[config.mk]
export PLATFORM = sky130hd
export DESIGN_NAME = writeback_arbiter_flat
export DESIGN_NICKNAME = d
export VERILOG_FILES = /design/src/rtl/writeback_arbiter_if.sv /design/src/rtl/writeback_arbiter.sv /design/src/flat_wrapper.sv
export SDC_FILE = /design/constraint.sdc
export NUM_CORES = 1
export LEC_CHECK = 0
export CORE_ASPECT_RATIO = 2
export CORE_MARGIN = 2
export CORE_UTILIZATION = 45
export DETAILED_ROUTE_END_ITERATION = 10
export PLACE_DENSITY_LB_ADDON = 0.15
export SLEW_MARGIN = 15
export SYNTH_ARGS = -nofsm -noshare
export SYNTH_HDL_FRONTEND = slang
export SYNTH_SLANG_ARGS = --single-unit
[constraint.sdc]
create_clock -name clk -period 3.21 [get_ports clk]
set_clock_uncertainty 0.2 [all_clocks]
set_input_delay 0.642 -clock clk [delete_from_list [all_inputs] [get_ports clk]]
set_output_delay 0.642 -clock clk [all_outputs]
set_load 0.1 [all_outputs]
[src/rtl/writeback_arbiter_if.sv]
// Writeback bus: ALU and memory writeback requests in, register-file write
// port and in-flight status out.
interface writeback_arbiter_if #(
  parameter int unsigned DEPTH = 4,
  parameter int unsigned AW    = 4,
  parameter int unsigned DW    = 24
);
  logic                     alu_wb_valid;
  logic [AW-1:0]            alu_wb_dest;
  logic [DW-1:0]            alu_wb_data;
  logic                     mem_wb_valid;
  logic                     mem_wb_ready;
  logic [AW-1:0]            mem_wb_dest;
  logic [DW-1:0]            mem_wb_data;
  logic                     reg_write_en;
  logic [AW-1:0]            reg_write_dest;
  logic [DW-1:0]            reg_write_data;
  logic [(2**AW)-1:0]       pending_mask;
  logic [$clog2(DEPTH):0]   fifo_count;

  // Writeback sources / register file side
  modport master (
    output alu_wb_valid, alu_wb_dest, alu_wb_data,
    output mem_wb_valid, mem_wb_dest, mem_wb_data,
    input  mem_wb_ready,
    input  reg_write_en, reg_write_dest, reg_write_data,
    input  pending_mask, fifo_count
  );

  // Arbiter side
  modport slave (
    input  alu_wb_valid, alu_wb_dest, alu_wb_data,
    input  mem_wb_valid, mem_wb_dest, mem_wb_data,
    output mem_wb_ready,
    output reg_write_en, reg_write_dest, reg_write_data,
    output pending_mask, fifo_count
  );
endinterface

[src/rtl/writeback_arbiter.sv]
// Merges the never-stalling ALU writeback and the FIFO-buffered memory
// writeback onto the single register-file write port. Queued memory writes
// overtaken by a younger ALU write to the same register are squashed.
module writeback_arbiter #(
  parameter int unsigned DEPTH = 4,
  parameter int unsigned AW    = 4,
  parameter int unsigned DW    = 24
) (
  input  logic              clk,
  input  logic              rst,
  writeback_arbiter_if.slave wb
);

  localparam int unsigned PW = $clog2(DEPTH);
  localparam int unsigned CW = PW + 1;
  localparam int unsigned NR = 2 ** AW;

  logic [AW-1:0]    dest_q [DEPTH];
  logic [DW-1:0]    data_q [DEPTH];
  logic [DEPTH-1:0] vld_q;
  logic [PW-1:0]    rptr_q, wptr_q;
  logic [CW-1:0]    count_q, count_d;

  logic             wr_en_q, wr_en_d;
  logic [AW-1:0]    wr_dest_q, wr_dest_d;
  logic [DW-1:0]    wr_data_q, wr_data_d;

  logic             ready, accept, alu_go, mem_nz, empty, head_vld;
  logic             pop, push, bypass;
  logic [NR-1:0]    pend;

  // Arbitration, FIFO control and next write-port contents
  always_comb begin
    ready    = (count_q < CW'(DEPTH));
    accept   = wb.mem_wb_valid && ready;
    mem_nz   = (wb.mem_wb_dest != '0);
    alu_go   = wb.alu_wb_valid && (wb.alu_wb_dest != '0);
    empty    = (count_q == '0);
    head_vld = !empty && vld_q[rptr_q];
    // A squashed head drains even while the ALU owns the port
    pop      = !empty && (!head_vld || !alu_go);
    bypass   = !alu_go && empty && accept && mem_nz;
    push     = accept && mem_nz && !bypass;
    count_d  = count_q + CW'(push) - CW'(pop);

    wr_en_d   = 1'b0;
    wr_dest_d = wr_dest_q;
    wr_data_d = wr_data_q;
    if (alu_go) begin
      wr_en_d   = 1'b1;
      wr_dest_d = wb.alu_wb_dest;
      wr_data_d = wb.alu_wb_data;
    end else if (head_vld) begin
      wr_en_d   = 1'b1;
      wr_dest_d = dest_q[rptr_q];
      wr_data_d = data_q[rptr_q];
    end else if (bypass) begin
      wr_en_d   = 1'b1;
      wr_dest_d = wb.mem_wb_dest;
      wr_data_d = wb.mem_wb_data;
    end
  end

  // Registers with writes still in flight (queued or on the port now)
  always_comb begin
    pend = '0;
    for (int unsigned i = 0; i < DEPTH; i++) begin
      if (vld_q[i]) pend[dest_q[i]] = 1'b1;
    end
    if (wr_en_q) pend[wr_dest_q] = 1'b1;
  end

  // FIFO state and registered write port
  always_ff @(posedge clk) begin
    if (rst) begin
      vld_q     <= '0;
      rptr_q    <= '0;
      wptr_q    <= '0;
      count_q   <= '0;
      wr_en_q   <= 1'b0;
      wr_dest_q <= '0;
      wr_data_q <= '0;
    end else begin
      // Squash first so a same-cycle push to the same register survives
      for (int unsigned i = 0; i < DEPTH; i++) begin
        if (alu_go && (dest_q[i] == wb.alu_wb_dest)) vld_q[i] <= 1'b0;
      end
      if (pop) begin
        vld_q[rptr_q] <= 1'b0;
        rptr_q        <= rptr_q + PW'(1);
      end
      if (push) begin
        vld_q[wptr_q] <= 1'b1;
        wptr_q        <= wptr_q + PW'(1);
      end
      count_q   <= count_d;
      wr_en_q   <= wr_en_d;
      wr_dest_q <= wr_dest_d;
      wr_data_q <= wr_data_d;
    end
  end

  // FIFO payload storage
  always_ff @(posedge clk) begin
    if (push) begin
      dest_q[wptr_q] <= wb.mem_wb_dest;
      data_q[wptr_q] <= wb.mem_wb_data;
    end
  end

  assign wb.mem_wb_ready   = ready;
  assign wb.reg_write_en   = wr_en_q;
  assign wb.reg_write_dest = wr_dest_q;
  assign wb.reg_write_data = wr_data_q;
  assign wb.pending_mask   = pend;
  assign wb.fifo_count     = count_q;

endmodule

[src/flat_wrapper.sv]
// flat-port wrapper written by rule: the top's interface ports become plain ports
module writeback_arbiter_flat 
#(
  parameter int unsigned DEPTH = 4,
  parameter int unsigned AW    = 4,
  parameter int unsigned DW    = 24
)
  (clk, rst, wb_alu_wb_valid, wb_alu_wb_dest, wb_alu_wb_data, wb_mem_wb_valid, wb_mem_wb_dest, wb_mem_wb_data, wb_mem_wb_ready, wb_reg_write_en, wb_reg_write_dest, wb_reg_write_data, wb_pending_mask, wb_fifo_count);
  writeback_arbiter_if #(.DEPTH(DEPTH), .AW(AW), .DW(DW)) wb_i ();
  input  logic clk;
  input  logic rst;
  input wire logic [$bits(wb_i.alu_wb_valid)-1:0] wb_alu_wb_valid;
  input wire logic [$bits(wb_i.alu_wb_dest)-1:0] wb_alu_wb_dest;
  input wire logic [$bits(wb_i.alu_wb_data)-1:0] wb_alu_wb_data;
  input wire logic [$bits(wb_i.mem_wb_valid)-1:0] wb_mem_wb_valid;
  input wire logic [$bits(wb_i.mem_wb_dest)-1:0] wb_mem_wb_dest;
  input wire logic [$bits(wb_i.mem_wb_data)-1:0] wb_mem_wb_data;
  output wire logic [$bits(wb_i.mem_wb_ready)-1:0] wb_mem_wb_ready;
  output wire logic [$bits(wb_i.reg_write_en)-1:0] wb_reg_write_en;
  output wire logic [$bits(wb_i.reg_write_dest)-1:0] wb_reg_write_dest;
  output wire logic [$bits(wb_i.reg_write_data)-1:0] wb_reg_write_data;
  output wire logic [$bits(wb_i.pending_mask)-1:0] wb_pending_mask;
  output wire logic [$bits(wb_i.fifo_count)-1:0] wb_fifo_count;
  assign wb_i.alu_wb_valid = wb_alu_wb_valid;
  assign wb_i.alu_wb_dest = wb_alu_wb_dest;
  assign wb_i.alu_wb_data = wb_alu_wb_data;
  assign wb_i.mem_wb_valid = wb_mem_wb_valid;
  assign wb_i.mem_wb_dest = wb_mem_wb_dest;
  assign wb_i.mem_wb_data = wb_mem_wb_data;
  assign wb_mem_wb_ready = wb_i.mem_wb_ready;
  assign wb_reg_write_en = wb_i.reg_write_en;
  assign wb_reg_write_dest = wb_i.reg_write_dest;
  assign wb_reg_write_data = wb_i.reg_write_data;
  assign wb_pending_mask = wb_i.pending_mask;
  assign wb_fifo_count = wb_i.fifo_count;
  writeback_arbiter #(.DEPTH(DEPTH), .AW(AW), .DW(DW)) u_core (.clk(clk), .rst(rst), .wb(wb_i));
endmodule
Routing congestion:
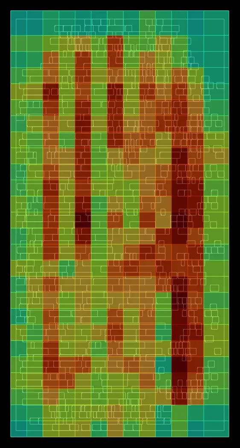
global routing met3 resource utilization: 4.971%
wire length per cell: 24.10 um
GRT Max-Usage Layer: met2

Wire density map:
Drawn at 3 px/um. The die is cut into 19 by 37 equal tiles; white is low, dark blue is high, scaled to the fullest tile. Values are wire area over tile area, all layers added.
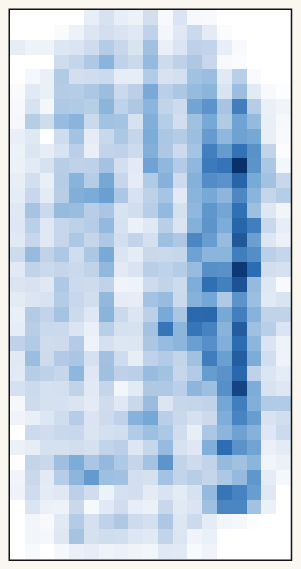
nearly empty tiles = 7.7%
tiles over half the peak = 12%
densest ninth of the die = right middle
mean over tiles = 0.21
fullest tile = 0.78
total global-route track usage: 26.52%
total via count in the routed design: 5465

Selected gate families:
Drawn at 4 px/um.
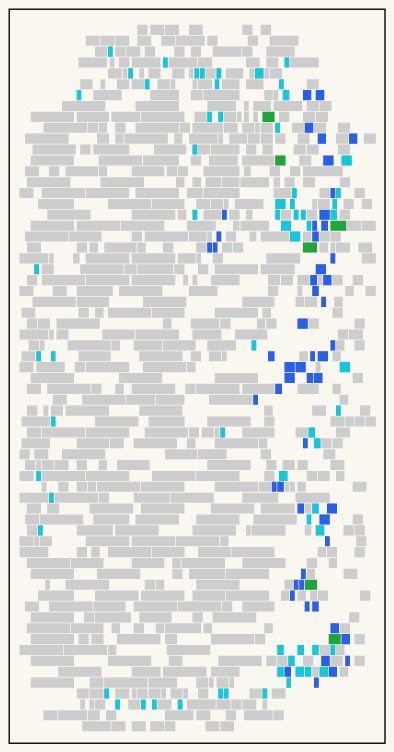
cyan -> nor cells  # cells 66, most used nor2_1, where all over the die
blue -> nand cells  # cells 53, most used nand2_1, where a column on the right
green -> non-inverting ao/oa cells  # cells 6, most used o22a_1
fraction of area in multi-input gates: 28.65%
final instance count without filler cells: 909
most frequently placed logic cell in the final layout: edfxtp_1

==> impl_results.rst <==
Run summary
-----------

.. list-table::
   :header-rows: 1

   * - Metric
     - Value
   * - Status
     - complete, no violations
   * - Slew HR
     - 52.29%
   * - Post-synth top cells
     - edfxtp_1 (112), inv_1 (46), nor2_1 (45), dfxtp_1 (42), and3_1 (30)
   * - Post-synth area from yosys stat
     - about 7200 um2
   * - Hold Path Origin
     - u_core.wb.reg_write_data[13]
   * - Post-route met1 wirelength
     - roughly 7.4 mm
   * - Final max-slew violation count
     - 0
   * - Power Density
     - about 800 nW/um2
   * - Residual DRC
     - 0
   * - Total power
     - 0.007431 W
   * - Mean cell area of the mapped netlist
     - approximately 13 um2
   * - Number of warnings in the stage logs
     - 33
   * - Number of buffers created by CTS
     - 17
   * - Worst-Margin Slew
     - 0.7065 ns
   * - Core Region
     - 15780 um2
   * - H-tree depth
     - 4
   * - Area share of xor/xnor cells in the synthesized design
     - 2.426%
   * - Flop-to-flop setup slack
     - 0.62 ns
   * - Max reg flops
     - approximately 96
   * - Share of the yosys chip area belonging to registers
     - approximately three fifths
   * - Most used flip-flop cell after synthesis
     - edfxtp_1
   * - Yosys reg bits
     - 154
   * - Post-CTS Hold Fix Bufs
     - 0
   * - Cycle use final
     - 96.69%
   * - Post-CTS setup-driven buffer insertion count
     - 0
   * - Maximum number of pins on one net before global-route repair
     - 32
   * - Cells traversed along the worst timing path
     - nor2b_1, a32oi_1, nand3_1, buf_4
   * - Area fraction of the dominant cell type after synthesis
     - 46.59%
   * - Setup repair after global routing missed its margin
     - no
   * - Logic family by area
     - AND-OR/OR-AND gates
   * - Buf+Inv Stages, Crit Path
     - 1
   * - CTS tree
     - yes
   * - Reg-to-Reg End
     - u_core.wb.fifo_count[2]
   * - Cell Count Post-Placement
     - 877
   * - Critical path endpoint
     - wb_pending_mask[8]
   * - Routed length on met2
     - 11.97 mm
   * - Die width
     - 93.57 um
   * - Worst-path maximum fanout
     - 9
   * - Register with the most flip-flops
     - u_core.data_q
   * - Adder Share, Synth
     - 1.837%
   * - Post-layout min period
     - ~3.1 ns
   * - Port Buffers
     - 108
   * - I/O Pins
     - 109
   * - Longest individual stage delay on the worst path
     - roughly 0.67 ns
   * - Half-perimeter wire length of the detailed placement result
     - around 16 mm
   * - Startpoint class of the critical path
     - flip-flop
   * - Standby leakage power
     - 3.375 nW
   * - Simple-gate share of the synthesized area
     - between 10% and 20%
   * - Vias/cell
     - 6.012
   * - Global-route wire length before repair
     - between 30 and 40 mm
   * - Filler cell count
     - 1353
   * - CTS Root Buffer Type
     - clkbuf_16
   * - CTS clock-pin slew for the worst setup and hold paths
     - 0.06 ns
   * - Number of violations reported at the end of detailed-routing iteration 0
     - approximately 310
   * - Weighted congestion reported at the end of routability-driven placement
     - 0.9877
   * - Crit. path cell count
     - 4
   * - Most numerous cell in the Yosys netlist
     - edfxtp_1
   * - Netlist area before placement
     - roughly 7200 um2
   * - Synth async-reset ratio
     - 0%
   * - Gate Count Post-Synth
     - approximately 570
   * - Library cell with the largest summed area after synthesis
     - edfxtp_1
   * - R2R Path Start
     - u_core.rptr_q[0]
   * - Number of rows created at floorplan
     - 65
   * - Maximum buffer depth of the clock tree
     - 2
   * - Nets at Floorplan
     - around 640
   * - Total met3 wirelength after detailed routing
     - around 1.0 mm
   * - Number of nets still failing antenna checks after routing
     - 0
   * - Share of synthesized cell area in and-or and or-and compound cells
     - between 10% and 20%
   * - Highest-delay cell along the critical path
     - edfxtp_1
   * - Max capacitance violation total
     - 0
   * - DIE HEIGHT
     - roughly 180 um
   * - Die ar.
     - 17130 um2
   * - Type of the most critical hold path
     - flip-flop to flip-flop
   * - Late-Pin Clk Latency
     - 0.42 ns
   * - Overflow after GRT
     - 0
   * - Number of unique standard cell types used by synthesis
     - between 40 and 50
   * - Post-layout instance area
     - 9266 um2
   * - Top layer used by detailed routing
     - met4
   * - # resized after CTS
     - 0
   * - CP Data Arrival Time
     - 2.26 ns
   * - Total clock sinks
     - 154
   * - Met2 usage in global routing
     - 47.83%
   * - Vias in the first global route
     - a little under 6000
   * - Met1 layer usage reported by global route
     - 26.81%
   * - Yosys stat cell total
     - 569
   * - CP top delay family
     - simple AND/OR/NAND/NOR gates
   * - Startpoint-to-endpoint class of the critical path
     - flip-flop to output port
   * - Critical path endpoint category
     - output port
   * - Synth warnings
     - 0
   * - Fraction of final layout cells with drive strength greater than 1
     - 22.88%
Zoomed window:
Window x 32 to 62, y 40 to 70 um. Cells in gray, sequential cells in the stronger gray; small squares are vias.
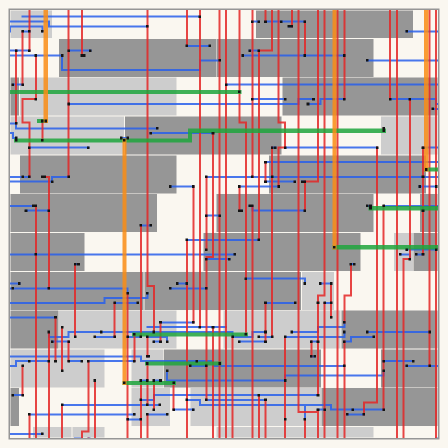
orange -> metal 4
red -> metal 2
blue -> metal 1
green -> metal 3
sequential cells in the window = 15
netlist names of flops here include = u_core.data_q (8), u_core.dest_q (7)
cells with their middle in the window = 25
most frequent = edfxtp_1 (15), mux4_2 (3)

The metal 4 layer:
Drawn at 3 px/um. Supply wires on this layer in gray.
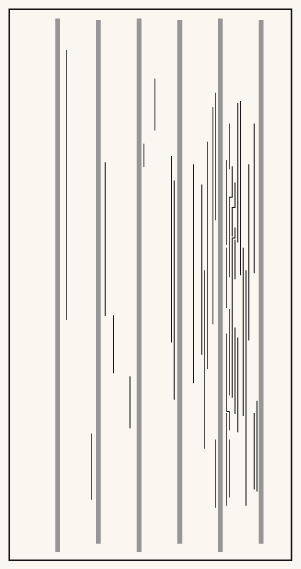
wire length on this layer = 1520 um
nets with wire on the layer = 29
share of all routed wire = 6.9%
Final Routed Wirelength: 21.91 mm

-- through the flow --
step / setup TNS, ns / setup WS (ns) / utilization, % / hold slack, ns
after floorplan: -0.02370 / -0.02370 / - / 0.2886
after global placement: -0.1704 / -0.03777 / 55.00 / 0.2409
after detailed placement: 0 / 0.02331 / 55.00 / 0.2481
after CTS: 0 / 0.1607 / 58.73 / 0.2578
after global routing: 0 / 0.06155 / 58.73 / 0.2764
final: 0 / 0.1062 / 58.73 / 0.2565
-- layout make-up --
type,instances,area [um2],share of cell area [%]
tap,201,251.5,2.714
timing repair buffer,150,1374,14.83
clock inverter,15,163.9,1.769
sequential,154,4224,45.58
clock buffer,17,425.4,4.591
inverter,46,172.7,1.863
multi-input combinational,326,2655,28.65
-- cell families after synthesis --
kind of cell / after synthesis
xor gates and xnor gates: 20
and+or+nand+nor: 157
AOI/OAI and AO/OA: 108
muxes: 31
DFF: 154
buffers and inverters: 89
adders and majority gates: 10
-- where the power goes --
| part | leakage (nW) | total (W) | switching, W | internal [W] |
|---|---|---|---|---|
| clock | 0.281 | 0.00198 | 0.000818 | 0.00116 |
| combinational | 1.73 | 0.00279 | 0.00180 | 0.000989 |
| sequential | 1.37 | 0.00267 | 0.000236 | 0.00243 |
| total | 3.37 | 0.00743 | 0.00285 | 0.00458 |
-- layout by cell type, fill, tap and decap left out, types with 6 or more instances in the layout --
cell / n
nand3b_1: 10
edfxtp_1: 112
o22ai_1: 10
nor3_1: 11
xnor2_1: 20
nand2_1: 21
ha_1: 9
mux4_2: 29
buf_4: 83
a21oi_1: 8
and3_1: 30
dfxtp_1: 36
nand2b_1: 6
a211oi_1: 29
o32ai_1: 29
buf_12: 8
clkbuf_16: 17
inv_1: 46
nor2_1: 45
nand3_1: 11
clkdlybuf4s50_1: 59
Power figures rest on the tool's default switching activity, not on a simulated workload.
